==> config.mk <==
export PLATFORM = sky130hd
export DESIGN_NAME = uart_fifo_gray_sync_dec
export DESIGN_NICKNAME = d
export VERILOG_FILES = /design/src/rtl/uart_fifo_gray_sync_dec.sv
export SDC_FILE = /design/constraint.sdc
export NUM_CORES = 1
export LEC_CHECK = 0
export CORE_MARGIN = 4
export CORE_UTILIZATION = 48
export CTS_CLUSTER_SIZE = 12
export DETAILED_ROUTE_END_ITERATION = 7
export PLACE_DENSITY = 0.8
export SYNTH_ARGS = -nofsm -noshare
export SYNTH_HDL_FRONTEND = slang
export SYNTH_SLANG_ARGS = --single-unit
==> constraint.sdc <==
create_clock -name i_clk -period 3.25 [get_ports i_clk]
set_input_delay 0.8125 -clock i_clk [delete_from_list [all_inputs] [get_ports i_clk]]
set_output_delay 0.8125 -clock i_clk [all_outputs]
set_load 0.02 [all_outputs]
**The clock network**

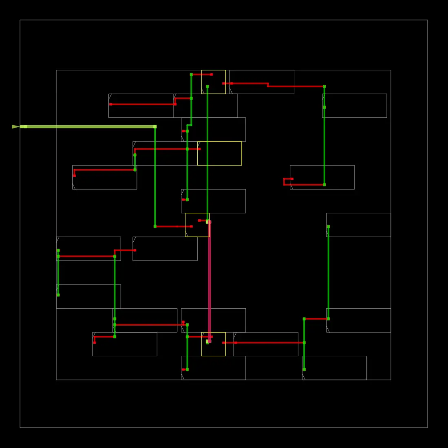
skew final: 0.002617 ns
Clock Sink Count: 20
Flop Count: 20

**Cells by drive strength**

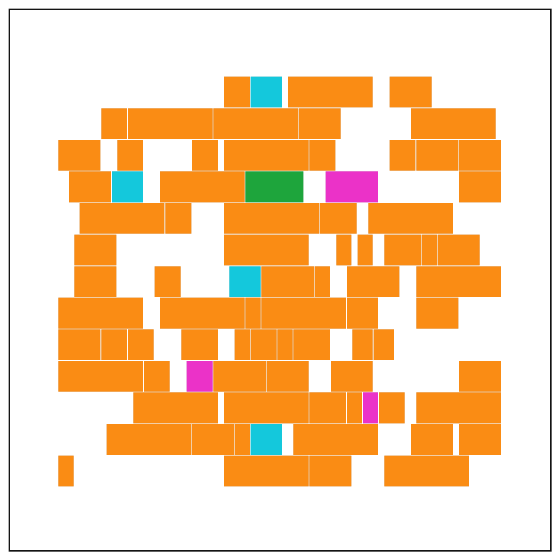
Key: drive 3 to 4 = cyan [cells 4]; drive 2 = magenta [cells 3]; drive 6 and up = green [cells 1]; drive 1 or less = orange [cells 75]
Finished Cell Area: 935.9 sq um
final worst slack: 1.145 ns
Area growth, synth to finish: 31.46%
Non-CTS buffers: 19

**Signal wires on met2**

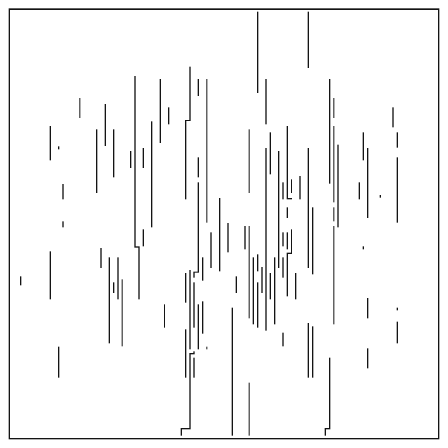
The layer carries 479 microns of wire. The longest straight run is 19.7 microns. The wires run mostly vertical. The layer holds 49% of the routed length. 77 nets have wire on it.
final WL: 968 microns
Via Count: 439

==> ci_impl_report.md <==
## Implementation flow summary

| Metric | Value |
|---|---|
| Yosys Instances | 63 |
| YS chip area | 711.9 sq um |
| Ant diodes | 0 |
| Net load switching power | 128.8 uW |
| Outcome | finished, final reports clean |
| Post-CTS Hold Buffers | 0 |
| Critical path class | register to output pin |
| Global-route wire length before repair | approximately 1600 microns |
| Worst-case clock buffer depth | 2 |
| Core utilization at floorplan | 52.73% |
| Post-synth EDFFs | 0 |
| Worst r2r path cells | 7 |
| Slew Limit Fails | 0 |
| Basic Gates by Area | 18.10% |
| Flops after synth | 20 |
| Final min period | ~2.1 ns |
| Fmax | 475.2 MHz |
| GRT Max-Usage Layer | met2 |
| Largest fanout on the critical path | 3 |
| DP HPWL | 773.4 microns |
| Switching share of power | between 20% and 30% |
| Tapcell Cnt | 15 |
| Cycle use final | 64.75% |
| Slowest Stage Delay on Critical Path | 0.62 ns |
| # DRC | 0 |
| Clk latency late pin | 0.29 ns |
| Initial antenna violation count | 0 |
| Mean number of vias per cell | 4.480 |
| H-tree depth | 1 |
| Crit path cell chain | clkdlybuf4s50_1 |
| Post-CTS Resized | 0 |
| Core Rows | 13 |
| WL met3 | 77 microns |
| Final Core Density | 69.32% |
No activity file was given, so power comes from the tool's default toggle rates.
